$ cat config.mk
export PLATFORM = sky130hd
export DESIGN_NAME = vga_timing_detector_flat
export DESIGN_NICKNAME = d
export VERILOG_FILES = /design/src/rtl/vga_timing_detector_if.sv /design/src/rtl/vga_timing_detector.sv /design/src/flat_wrapper.sv
export SDC_FILE = /design/constraint.sdc
export NUM_CORES = 1
export LEC_CHECK = 0
export CAP_MARGIN = 20
export CORE_MARGIN = 1
export CORE_UTILIZATION = 30
export CTS_BUF_LIST = sky130_fd_sc_hd__clkbuf_8 sky130_fd_sc_hd__clkbuf_16
export CTS_CLUSTER_SIZE = 16
export DETAILED_ROUTE_END_ITERATION = 10
export GPL_TIMING_DRIVEN = 0
export HOLD_SLACK_MARGIN = 0.02
export SYNTH_ARGS = -nofsm -noshare
export SYNTH_HDL_FRONTEND = slang
export SYNTH_SLANG_ARGS = --single-unit
$ cat constraint.sdc
create_clock -name i_clk -period 6.7 [get_ports i_clk]
set_input_delay 0.67 -clock i_clk [delete_from_list [all_inputs] [get_ports i_clk]]
set_output_delay 0.67 -clock i_clk [all_outputs]
set_load 0.01 [all_outputs]
$ cat src/rtl/vga_timing_detector_if.sv
// Sync-in / timing-out bundle of the VGA timing detector.
// Latency: none (pure wiring).
// Backpressure: none; the sync source runs freely every i_clk cycle.
// master: sync source side (drives i_hsync/i_vsync, observes the results).
// slave : detector side (samples syncs, drives the lock/counter/measurement outputs).
interface vga_timing_detector_if #(
    parameter int CNT_W = 11
) ();
    logic             i_hsync;
    logic             i_vsync;
    logic             o_locked;
    logic [CNT_W-1:0] o_col_count;
    logic [CNT_W-1:0] o_row_count;
    logic             o_de;
    logic [CNT_W-1:0] o_line_len;
    logic [CNT_W-1:0] o_frame_lines;
    logic             o_timeout;

    modport master (
        output i_hsync, i_vsync,
        input  o_locked, o_col_count, o_row_count, o_de,
        input  o_line_len, o_frame_lines, o_timeout
    );

    modport slave (
        input  i_hsync, i_vsync,
        output o_locked, o_col_count, o_row_count, o_de,
        output o_line_len, o_frame_lines, o_timeout
    );
endinterface

$ cat src/rtl/vga_timing_detector.sv
// Locks onto an incoming hsync/vsync pair and regenerates column/row counters and active video.
// Latency: counters lag the source by one cycle; o_de is aligned with o_col_count/o_row_count.
// Backpressure: none; every cycle is consumed, loss of hsync is flagged by o_timeout.
// Ports: i_clk, i_reset (sync, active-high), vif.slave (i_hsync/i_vsync in; o_locked,
//   o_col_count, o_row_count, o_de, o_line_len, o_frame_lines, o_timeout out).
// Optional: define VGA_SYNC_POL_DETECT_EN to auto-detect sync polarity while searching.
module vga_timing_detector #(
    parameter int ACTIVE_COLS = 640,
    parameter int ACTIVE_ROWS = 480,
    parameter int CNT_W       = 11,
    parameter int LOCK_FRAMES = 2
) (
    input  logic                  i_clk,
    input  logic                  i_reset,
    vga_timing_detector_if.slave  vif
);
    typedef enum logic [1:0] {SEARCH, MEASURE, LOCKED} state_t;

    localparam logic [CNT_W-1:0] CNT_MAX_M1 = {{(CNT_W-1){1'b1}}, 1'b0};
    localparam logic [CNT_W-1:0] ACOLS      = CNT_W'(ACTIVE_COLS);
    localparam logic [CNT_W-1:0] AROWS      = CNT_W'(ACTIVE_ROWS);
    localparam logic [3:0]       LOCK_N     = 4'(LOCK_FRAMES);

    function automatic logic [CNT_W-1:0] sat_inc(input logic [CNT_W-1:0] v);
        return (&v) ? v : v + 1'b1;
    endfunction

    state_t           state;
    logic             hs_q, vs_q;          // raw (pre-polarity) sync history
    logic             hs_inv, vs_inv, pol_done;
    logic             hs_fe, vs_fe;
    logic [CNT_W-1:0] col, row, col_nxt, row_nxt;
    logic [CNT_W-1:0] line_len, frame_lines, len_meas, lines_meas;
    logic             hs_seen, vs_seen;    // a reference edge exists since reset/SEARCH entry
    logic             ll_vld, fl_vld;      // line_len/frame_lines hold a fresh measurement
    logic [3:0]       match_cnt;
    logic             locked, de, timeout;
    logic             line_bad, frame_bad, to_hit;

    // Polarity is applied to both history and live input so a polarity flip never fakes an edge.
    assign hs_fe = (hs_q ^ hs_inv) & ~(vif.i_hsync ^ hs_inv);
    assign vs_fe = (vs_q ^ vs_inv) & ~(vif.i_vsync ^ vs_inv);

    // At an hsync edge the counter still holds the last column of the previous line.
    assign len_meas   = col + 1'b1;
    assign lines_meas = row + 1'b1;
    assign line_bad   = hs_fe && hs_seen && ll_vld && (len_meas != line_len);
    assign frame_bad  = vs_fe && vs_seen && fl_vld && (lines_meas != frame_lines);
    // Fires on the cycle the column counter is about to reach all-ones, so only once per stall.
    assign to_hit     = !hs_fe && (col == CNT_MAX_M1);

    always_comb begin
        col_nxt = hs_fe ? '0 : sat_inc(col);
        row_nxt = row;
        if (vs_fe)
            row_nxt = '0;
        else if (hs_fe)
            row_nxt = sat_inc(row);
    end

    always_ff @(posedge i_clk) begin
        if (i_reset) begin
            state       <= SEARCH;
            hs_q        <= 1'b1;
            vs_q        <= 1'b1;
            col         <= '0;
            row         <= '0;
            line_len    <= '0;
            frame_lines <= '0;
            hs_seen     <= 1'b0;
            vs_seen     <= 1'b0;
            ll_vld      <= 1'b0;
            fl_vld      <= 1'b0;
            match_cnt   <= '0;
            locked      <= 1'b0;
            de          <= 1'b0;
            timeout     <= 1'b0;
        end else begin
            hs_q    <= vif.i_hsync;
            vs_q    <= vif.i_vsync;
            col     <= col_nxt;
            row     <= row_nxt;
            timeout <= to_hit;
            // Built from the next counter values so o_de lines up with o_col_count/o_row_count.
            de <= locked && (line_len >= ACOLS) && (frame_lines >= AROWS)
                  && (col_nxt >= line_len - ACOLS) && (row_nxt >= frame_lines - AROWS);

            if (hs_fe) begin
                hs_seen <= 1'b1;
                if (hs_seen) begin
                    line_len <= len_meas;
                    ll_vld   <= 1'b1;
                end
            end
            if (vs_fe) begin
                vs_seen <= 1'b1;
                if (vs_seen) begin
                    frame_lines <= lines_meas;
                    fl_vld      <= 1'b1;
                end
            end

            // Dropping to SEARCH discards every reference; these writes override the ones above.
            if (to_hit || (state == LOCKED && (line_bad || frame_bad))) begin
                state     <= SEARCH;
                locked    <= 1'b0;
                match_cnt <= '0;
                hs_seen   <= 1'b0;
                vs_seen   <= 1'b0;
                ll_vld    <= 1'b0;
                fl_vld    <= 1'b0;
            end else begin
                case (state)
                    SEARCH: begin
                        match_cnt <= '0;
                        if (vs_fe && pol_done)
                            state <= MEASURE;
                    end
                    MEASURE: begin
                        if (line_bad) begin
                            match_cnt <= '0;
                        end else if (vs_fe && vs_seen) begin
                            // First frame measurement only becomes the reference.
                            if (!fl_vld || frame_bad) begin
                                match_cnt <= '0;
                            end else if (match_cnt + 4'd1 == LOCK_N) begin
                                state  <= LOCKED;
                                locked <= 1'b1;
                            end else begin
                                match_cnt <= match_cnt + 4'd1;
                            end
                        end
                    end
                    default: ;
                endcase
            end
        end
    end

`ifdef VGA_SYNC_POL_DETECT_EN
    // Per sync: wait raw fall, count low time, count high time, decide at the next raw fall.
    // hsync is timed in cycles, vsync in lines (raw hsync rising edges, polarity-independent).
    logic [1:0]       hp_ph, vp_ph;
    logic [CNT_W-1:0] hp_lo, hp_hi, vp_lo, vp_hi;
    logic             hs_raw_fe, hs_raw_re, vs_raw_fe, vs_raw_re;

    assign hs_raw_fe = hs_q & ~vif.i_hsync;
    assign hs_raw_re = ~hs_q & vif.i_hsync;
    assign vs_raw_fe = vs_q & ~vif.i_vsync;
    assign vs_raw_re = ~vs_q & vif.i_vsync;
    assign pol_done  = (hp_ph == 2'd3) && (vp_ph == 2'd3);

    always_ff @(posedge i_clk) begin
        if (i_reset) begin
            hp_ph  <= 2'd0;
            vp_ph  <= 2'd0;
            hp_lo  <= '0;
            hp_hi  <= '0;
            vp_lo  <= '0;
            vp_hi  <= '0;
            hs_inv <= 1'b0;
            vs_inv <= 1'b0;
        end else if (state != SEARCH) begin
            // Polarity is held; measurement restarts on the next SEARCH entry.
            hp_ph <= 2'd0;
            vp_ph <= 2'd0;
        end else begin
            case (hp_ph)
                2'd0: if (hs_raw_fe) begin hp_ph <= 2'd1; hp_lo <= '0; hp_hi <= '0; end
                2'd1: if (hs_raw_re) hp_ph <= 2'd2; else hp_lo <= sat_inc(hp_lo);
                2'd2: if (hs_raw_fe) begin hp_ph <= 2'd3; hs_inv <= (hp_hi < hp_lo); end
                      else hp_hi <= sat_inc(hp_hi);
                default: ;
            endcase
            case (vp_ph)
                2'd0: if (vs_raw_fe) begin vp_ph <= 2'd1; vp_lo <= '0; vp_hi <= '0; end
                2'd1: if (vs_raw_re) vp_ph <= 2'd2;
                      else if (hs_raw_re) vp_lo <= sat_inc(vp_lo);
                2'd2: if (vs_raw_fe) begin vp_ph <= 2'd3; vs_inv <= (vp_hi < vp_lo); end
                      else if (hs_raw_re) vp_hi <= sat_inc(vp_hi);
                default: ;
            endcase
        end
    end
`else
    assign hs_inv   = 1'b0;
    assign vs_inv   = 1'b0;
    assign pol_done = 1'b1;
`endif

    assign vif.o_locked      = locked;
    assign vif.o_col_count   = col;
    assign vif.o_row_count   = row;
    assign vif.o_de          = de;
    assign vif.o_line_len    = line_len;
    assign vif.o_frame_lines = frame_lines;
    assign vif.o_timeout     = timeout;
endmodule

$ cat src/flat_wrapper.sv
// flat-port wrapper written by rule: the top's interface ports become plain ports
module vga_timing_detector_flat 
#(
    parameter int ACTIVE_COLS = 640,
    parameter int ACTIVE_ROWS = 480,
    parameter int CNT_W       = 11,
    parameter int LOCK_FRAMES = 2
)
  (i_clk, i_reset, vif_i_hsync, vif_i_vsync, vif_o_locked, vif_o_col_count, vif_o_row_count, vif_o_de, vif_o_line_len, vif_o_frame_lines, vif_o_timeout);
  vga_timing_detector_if #(.CNT_W(CNT_W)) vif_i ();
  input  logic i_clk;
  input  logic i_reset;
  input wire logic [$bits(vif_i.i_hsync)-1:0] vif_i_hsync;
  input wire logic [$bits(vif_i.i_vsync)-1:0] vif_i_vsync;
  output wire logic [$bits(vif_i.o_locked)-1:0] vif_o_locked;
  output wire logic [$bits(vif_i.o_col_count)-1:0] vif_o_col_count;
  output wire logic [$bits(vif_i.o_row_count)-1:0] vif_o_row_count;
  output wire logic [$bits(vif_i.o_de)-1:0] vif_o_de;
  output wire logic [$bits(vif_i.o_line_len)-1:0] vif_o_line_len;
  output wire logic [$bits(vif_i.o_frame_lines)-1:0] vif_o_frame_lines;
  output wire logic [$bits(vif_i.o_timeout)-1:0] vif_o_timeout;
  assign vif_i.i_hsync = vif_i_hsync;
  assign vif_i.i_vsync = vif_i_vsync;
  assign vif_o_locked = vif_i.o_locked;
  assign vif_o_col_count = vif_i.o_col_count;
  assign vif_o_row_count = vif_i.o_row_count;
  assign vif_o_de = vif_i.o_de;
  assign vif_o_line_len = vif_i.o_line_len;
  assign vif_o_frame_lines = vif_i.o_frame_lines;
  assign vif_o_timeout = vif_i.o_timeout;
  vga_timing_detector #(.ACTIVE_COLS(ACTIVE_COLS), .ACTIVE_ROWS(ACTIVE_ROWS), .CNT_W(CNT_W), .LOCK_FRAMES(LOCK_FRAMES)) u_core (.i_clk(i_clk), .i_reset(i_reset), .vif(vif_i));
endmodule
Fig. 1: run 1, drive-strength map
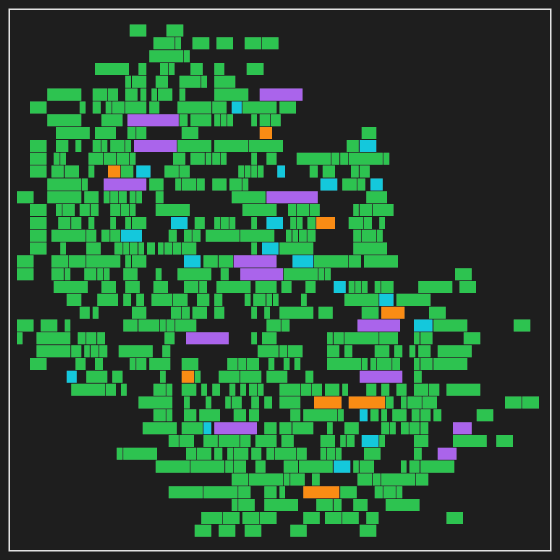
drive 6 and up -> purple  # cells 13
drive 3 to 4 -> orange  # cells 8
drive 2 -> cyan  # cells 20
drive 1 or less -> green  # cells 482
final instance area: 4820 sq um
Non-CTS buffers: 75
Final WS setup: 2.69 ns
area grow syn2layout: 26.8%

Fig. 2: run 1, routing congestion
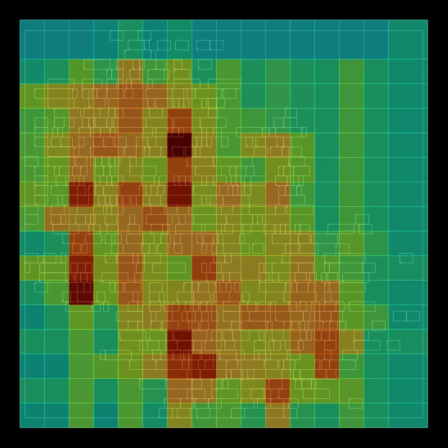
most used routing layer: met2
grt met2 use: 0.258

Fig. 3: run 1, wire density map
Bar = 20 microns. 23 x 23 tiles, from dark blue (low) to red (high), scaled to the fullest tile. Values are wire area over tile area, all layers added.
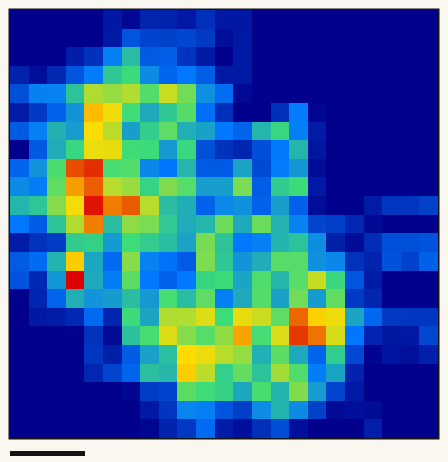
tiles over half the peak = 17%
mean over tiles = 0.13
fullest tile = 0.54
GRT Total Usage: 0.167
Via Count: 3,508
WL/cell: 15.3 microns
final WL: 10,600 microns

[run 1: registers in the layout, summed over array words and instances (netlist names)]
name and flops:
u_core.vs_seen 1, u_core.match_cnt 4, u_core.vif.o_col_count 11, u_core.vif.o_line_len 11, u_core.ll_vld 1, u_core.hs_seen 1, u_core.fl_vld 1, u_core.vif.o_locked 1
u_core.vif.o_timeout 1, u_core.vif.o_row_count 11, u_core.vs_q 1, u_core.vif.o_frame_lines 11, u_core.vif.o_de 1, u_core.hs_q 1, u_core.state 2
[run 1: layout make-up]
type                    instances  area (sq um)
inverters                      21          78.8
well taps                     168           210
plain buffers                  26           121
repair buffers                 49           490
clock inverters                 7          92.6
multi-input cells             352          2420
clock buffers                   9           225
fillers                      1219          7350
flip-flops and latches         59          1180
==> results_slide.txt, run 1 <==
Run Summary

Setup path
  – Most common cell on crit path: a21o_1
  – Worst r2r src: u_core.vif.o_row_count[1]
  – CP Max Fanout: 10
  – Buf+Inv Stages, Crit Path: 1
  – Critical Path Slowest Stage Cell: nor4_2
  – Crit-path cells: ha_1 -> nand3_1 -> nor4_2 -> a21oi_1 -> clkbuf_1 -> xor2_1 -> nand2_1 -> ha_1 -> nand2b_1 -> a21o_1 -> a21o_1 -> a21o_1 -> a21o_1 -> a21o_1 -> a21oi_1 -> o21ai_0 -> o211a_1
  – Crit path DAT: 4.22 ns
  – CP max stage delay: 0.49 ns
  – Setup crit start: u_core.vif.o_row_count[1]
  – CP Data Required Time: 6.91 ns
  – Setup CP Type: reg2reg
  – Startpoint types: flip-flop
  – Total number of cells along the worst setup path: 17

GRT
  – Initial antenna violation count: 0
  – GR Overflow Total: 0
  – First-pass GRT wire length: 16,900 microns

Placed design
  – Placed cell areas: between 4000 and 5000 sq um
  – PortBufs: between 40 and 50
  – DP Cell Count: 675
  – Post-placement setup slack: 2.58 ns

Logic synthesis
  – Synth cell types: a little under 60
  – Yosys warns: 0
  – Post-synthesis instance area: 3800 sq um
  – Comb area leader: simple AND/OR/NAND/NOR gates
  – Yosys cell count: 458
  – Mux frac, synth: 0.00527
  – Avg Inst Size Synth: 8.29 sq um
  – Top cells by count, synth: dfxtp_1 (59), nor2_1 (55), a21oi_1 (30), ha_1 (29), xnor2_1 (26)
  – Post-synth seq share: 0.311
  – Post-synth regs: just under 60
  – Yosys adder share: 0.0956
  – Complex Gates by Area: 0.178

Layout
  – Dominant logic cell type in the layout: dfxtp_1
  – Antenna Cells: 0
  – Final core occ: 0.396

STA
  – Post-route setup TNS: 0 ns
  – Slew @ Worst Pin: 0.879 ns
  – Slew Viols, Final: 0
  – Fmax: 249 MHz
  – Post-route clock period utilization: 0.598
  – RSZ-0062 raised after global routing: false
  – Clk_skew: between 0.008 and 0.009 ns

Routing
  – Antenna viol nets, final: 0
  – Highest Signal Layer: met4
  – Metal2 WL: ~4700 microns
  – Met3 WL post-DR: 480 microns
  – DRC errors left: 0

Power and ir drop
  – Post-layout power: 994 uW
  – P_int: 744 uW
  – Leading power group: clock
  – Max VDD drop: 0.000141 V
  – Leak: approximately 1.8 nW

Die
  – Initial core utilization: 0.312
  – Die Ht: ~110 microns
  – Core area: 12,200 sq um
  – Num ports: 51

Clock network
  – Clk sink count: 59
  – Post-CTS Setup Bufs: 0
  – Clk root buf: clkbuf_16
  – Clk_lat worst skew: about 0.33 ns

Status
  – Outcome: finished, final reports clean
==> run 2, diff against run 1 <==
==> constraint.sdc (replaced) <==
create_clock -name i_clk -period 4.1 [get_ports i_clk]
set_input_delay 0.41 -clock i_clk [delete_from_list [all_inputs] [get_ports i_clk]]
set_output_delay 0.41 -clock i_clk [all_outputs]
set_load 0.01 [all_outputs]
Fig. 4: run 2, routing congestion
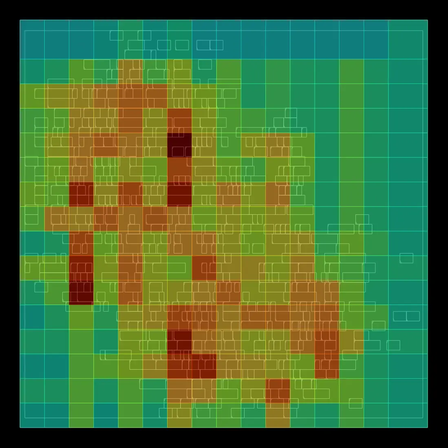
met1 GRT Util: 0.227
met3 usage: 0.0349
final core occ: 0.397

==> run 2 against run 1 <==
  * Core utilization increased by 0.10 points
  * Combinational power increased by 63%
  * Die size unchanged
  * Area after synthesis unchanged
  * Synthesized cell count unchanged
  * Wire length decreased by 0.62%
  * Clock-buffer cell count unchanged
  * Via count decreased by 1.1%
  * Sequential share of layout area decreased by 0.064 points
  * Largest cell class unchanged
  * Largest power group unchanged
==> results_slide.txt, run 2 <==
Run Summary

Setup path
  – Startpoint types: flip-flop
  – Worst r2r src: u_core.vif.o_row_count[1]
  – Total number of cells along the worst setup path: 17 (unchanged)
  – Register-to-Register Setup Slack: 0.23 ns
  – CP Max Fanout: 10 (unchanged)
  – Crit path DAT: 4.09 ns (-0.13 ns)
  – Most common cell on crit path: a21o_1
  – Buf+Inv Stages, Crit Path: 1 (unchanged)
  – CP Data Required Time: 4.31 ns (-2.60 ns)
  – Critical Path Slowest Stage Cell: dfxtp_1
  – CP max stage delay: 0.44 ns (-0.05 ns)
  – Setup CP Type: reg2reg
  – Crit-path cells: ha_2 -> nand3_1 -> nor4_4 -> a21oi_1 -> clkbuf_1 -> xor2_1 -> nand2_1 -> ha_1 -> nand2b_1 -> a21o_1 -> a21o_1 -> a21o_1 -> a21o_1 -> a21o_1 -> a21oi_1 -> o21ai_0 -> o211a_1
  – Setup crit start: u_core.vif.o_row_count[1]

Die
  – Rows: roughly 40
  – Die area: 13,100 sq um
  – Num ports: 51 (unchanged)
  – Initial core utilization: 0.312 (unchanged)
  – Core area: 12,200 sq um (unchanged)
  – Die Ht: 115 microns (unchanged)

Layout
  – Fin nets: 550
  – Area grow syn2layout: 27.1%
  – Antenna Cells: 0 (unchanged)
  – Dominant logic cell type in the layout: dfxtp_1
  – Fillers: 1,214 (-0.41%)
  – Final instance area: 4830 sq um (+0.26%)

Routing
  – Met3 WL post-DR: 455 microns (-5.2%)
  – Antenna viol nets, final: 0 (unchanged)
  – Metal-1 WL: between 5000 and 6000 microns
  – Drt pass-1 iters: 4
  – DRC errors left: 0 (unchanged)
  – Metal2 WL: 4690 microns (-0.72%)
  – WL/cell: 15.2 microns (-0.48%)
  – Highest Signal Layer: met4
  – Final WL: 10,500 microns (-0.62%)
  – Via Count: 3,470 (-1.1%)

Logic synthesis
  – Syn nets: 491
  – Complex Gates by Area: 0.178 (unchanged)
  – Synth cell types: 58 (unchanged)
  – Yosys adder share: 0.0956 (unchanged)
  – Comb area leader: simple AND/OR/NAND/NOR gates
  – Mux frac, synth: 0.00527 (unchanged)
  – Yosys cell count: 458 (unchanged)
  – Yosys warns: 0 (unchanged)
  – Post-synth seq share: 0.311 (unchanged)
  – Avg Inst Size Synth: 8.29 sq um (unchanged)
  – Post-synth regs: 59 (unchanged)
  – Top cells by count, synth: dfxtp_1 (59), nor2_1 (55), a21oi_1 (30), ha_1 (29), xnor2_1 (26)
  – Post-synthesis instance area: 3800 sq um (unchanged)
  – Top cells by area: dfxtp_1 (31%), ha_1 (9.6%), xnor2_1 (6.0%), nor2_1 (5.4%), xor2_1 (4.6%)
  – Synth Flop Type: dfxtp_1

Placed design
  – DP Cell Count: 675 (unchanged)
  – Placed cell areas: 4500 sq um (unchanged)
  – Gpl congestion: between 0.8 and 0.9
  – Post-placement setup slack: 0.0963 ns (-2.49 ns)
  – PortBufs: 49 (unchanged)

Flow run
  – Tool Warnings: 28

Power and ir drop
  – Power Density: 337 nW/um^2
  – Post-layout power: 1.63 mW (+64%)
  – Max VDD drop: 0.000232 V (+64%)
  – Leak: 1.80 nW (+0.79%)

Clock network
  – CTS max path bufs: 2
  – Clk pin slew, worst setup/hold paths: 0.05 ns
  – Clk sink count: 59 (unchanged)
  – Clk_lat worst skew: 0.33 ns (about the same)
  – Clk root buf: clkbuf_16
  – Post-CTS Setup Bufs: 0 (unchanged)

STA
  – Final WS setup: 0.227 ns (-2.46 ns)
  – Fmax: 258 MHz (+3.5%)
  – Post-route clock period utilization: 0.945 (+0.346)
  – Clk_skew: 0.00640 ns (-0.00236 ns)
  – Max-slew headroom: 0.409
  – Hold Fails Final Rpt: 0
  – Post-route setup TNS: 0 ns (unchanged)
  – Slew Viols, Final: 0 (unchanged)
  – Slew @ Worst Pin: 0.879 ns (+0.000238 ns)
  – Final setup vio count: 0

GRT
  – Grt met2 use: 0.258 (unchanged)
  – First-pass GRT wire length: 16,900 microns (unchanged)
  – GR Overflow Total: 0 (unchanged)
  – GRT Total Usage: 0.167 (unchanged)
  – Initial antenna violation count: 0 (unchanged)
  – Most used routing layer: met2

Worst hold path
  – Hold depth: 2

Status
  – Outcome: finished, final reports clean
run 2: cell count changes in the layout (fill, tap and decap cells not counted), sizes merged:
| cell | before | now |
|---|---|---|
| clkbuf | 30 | 29 |
run 2: cell type report:
type / instances / area (sq um) / area share
buffer: 25 / 118 / 0.0244
clock buffer: 9 / 225 / 0.0466
clock inverter: 7 / 92.6 / 0.0192
inverter: 21 / 78.8 / 0.0163
multi-input combinational: 352 / 2430 / 0.504
sequential: 59 / 1180 / 0.245
tap: 168 / 210 / 0.0435
timing repair buffer: 49 / 490 / 0.102
run 2: report_power, final:
| part | internal (mW) | switching [mW] | total (mW) |
|---|---|---|---|
| Clock | 0.529 | 0.278 | 0.807 |
| Combinational | 0.0940 | 0.105 | 0.199 |
| Sequential | 0.593 | 0.0275 | 0.620 |
| Total | 1.22 | 0.410 | 1.63 |
==> run 3, diff against run 2 <==
--- a/config.mk
+++ b/config.mk
@@ -8,7 +8,7 @@
 export CAP_MARGIN = 20
 export CORE_MARGIN = 1
 export CORE_UTILIZATION = 30
-export CTS_BUF_LIST = sky130_fd_sc_hd__clkbuf_8 sky130_fd_sc_hd__clkbuf_16
+export CTS_BUF_LIST = sky130_fd_sc_hd__clkbuf_4
 export CTS_CLUSTER_SIZE = 16
 export DETAILED_ROUTE_END_ITERATION = 10
 export GPL_TIMING_DRIVEN = 0
==> run 3 against run 2 <==
  * Fmax up 0.47%
  * Setup slack better by 0.018 ns
  * Largest power group is now sequential cells
  * Clock skew up 0.011 ns
==> results_slide.txt, run 3 <==
Run Summary

STA
  – Max-slew headroom: 0.412 (+0.00298)
  – Clk_skew: 0.0173 ns (+0.0109 ns)
  – Fmax: 259 MHz (+0.47%)
  – Final WS setup: 0.245 ns (+0.0180 ns)
  – Slew Viols, Final: 0 (unchanged)
  – Hold Fails Final Rpt: 0 (unchanged)

Logic synthesis
  – Yosys cell count: 458 (unchanged)
  – Top cells by count, synth: dfxtp_1 (59), nor2_1 (55), a21oi_1 (30), ha_1 (29), xnor2_1 (26)
  – Top cells by area: dfxtp_1 (31%), ha_1 (9.6%), xnor2_1 (6.0%), nor2_1 (5.4%), xor2_1 (4.6%)
  – Synth cell types: 58 (unchanged)
  – Avg Inst Size Synth: 8.29 sq um (unchanged)

Setup path
  – CP Max Fanout: 10 (unchanged)
  – Startpoint types: flip-flop
  – Setup crit start: u_core.vif.o_col_count[0]
  – Crit-path cells: ha_1 -> nand4_4 -> nor3_4 -> nand2_1 -> clkbuf_1 -> a211oi_2 -> ha_1 -> nor2b_1 -> o21a_1 -> o21a_1 -> o21a_1 -> o21a_1 -> o21a_1 -> o21ai_0 -> a21oi_1 -> o211a_1
  – Most common cell on crit path: o21a_1
  – Worst r2r src: u_core.vif.o_col_count[0]
  – Crit path DAT: 4.16 ns (+0.07 ns)
  – Setup CP Type: reg2reg
  – CP Data Required Time: 4.40 ns (+0.09 ns)
  – Critical Path Slowest Stage Cell: dfxtp_1
  – CP max stage delay: 0.47 ns (+0.03 ns)
  – Register-to-Register Setup Slack: 0.24 ns (+0.02 ns)

GRT
  – Most used routing layer: met2
  – First-pass GRT wire length: 16,900 microns (-0.41%)

Placed design
  – DP Cell Count: 675 (unchanged)
  – PortBufs: 49 (unchanged)
  – Post-placement setup slack: 0.0963 ns (unchanged)
  – Placed cell areas: 4500 sq um (unchanged)
  – Gpl congestion: 0.866 (unchanged)

Power and ir drop
  – Seq pwr: 619 uW (about the same)
  – Combinational power share: 0.153 (+0.031)
  – Switch Pwr: 371 uW (-9.6%)
  – Comb pwr: 199 uW (about the same)
  – P_int: 930 uW (-23%)
  – Power Density: 279 nW/um^2 (-17%)
  – Net Sw Frac: 0.285 (+0.0327)

Layout
  – Final core occ: 0.384 (-0.0129)
  – Final instance area: 4670 sq um (-3.2%)
  – Fin nets: 550 (unchanged)
  – Fillers: 1,234 (+1.6%)
  – Dominant logic cell type in the layout: dfxtp_1

Die
  – Num ports: 51 (unchanged)
  – Core area: 12,200 sq um (unchanged)
  – Rows: 40 (unchanged)

Clock network
  – Clk sink count: 59 (unchanged)
  – Post-CTS Setup Bufs: 0 (unchanged)
  – Clk_lat worst skew: 0.42 ns (+0.09 ns)
  – Clk root buf: clkbuf_4
  – Clk pin slew, worst setup/hold paths: 0.11 ns (+0.06 ns)

Status
  – Outcome: finished, final reports clean

Routing
  – Metal-1 WL: 5140 microns (-1.7%)
  – Via Count: 3,502 (+0.92%)
  – Met3 WL post-DR: 502 microns (+10%)
  – DRC errors left: 0 (unchanged)
  – Drt pass-1 iters: 4 (unchanged)
run 3: cell counts after synthesis:
Identical to the previous run, type by type.
run 3: logic make-up (layout without fill, tap and decap cells):
kind of cell    after synthesis  in the layout  share of synthesized area
compound gates              100            100                      0.178
simple gates                175            175                      0.251
buf+inv                      47            111                     0.0527
xor+xnor                     46             46                      0.106
flops                        59             59                      0.311
fa+ha+maj                    29             29                     0.0956
mux                           2              2                    0.00527
run 3: area by class of cell:
cell class,count,share of cell area
Timing Repair Buffer,49,0.105
Tap cell,168,0.0450
Inverter,21,0.0169
Sequential cell,59,0.253
Clock inverter,7,0.0198
Clock buffer,9,0.0145
Multi-Input combinational cell,352,0.521
Buffer,25,0.0254
run 3: what timing repair did:
action,CTS,global route
hold buffers,0,0
endpoints found under the setup margin,0,1
gates resized,0,5
Fig. 5: run 3, wire density map
Bar = 20 microns. 23 x 23 tiles, from dark blue (low) to red (high), scaled to the fullest tile. Values are wire area over tile area, all layers added.
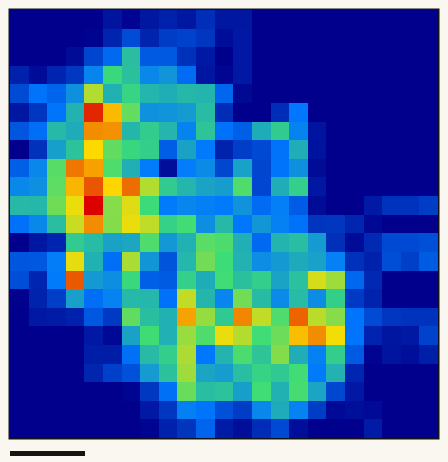
tiles over half the peak = 13%
emptiest ninth of the die = upper right
mean over tiles = 0.13
fullest tile = 0.57
nearly empty tiles = 32%
WL/cell: 15.1 microns
final WL: 10,400 microns

Power is estimated from default activity; no workload was simulated.
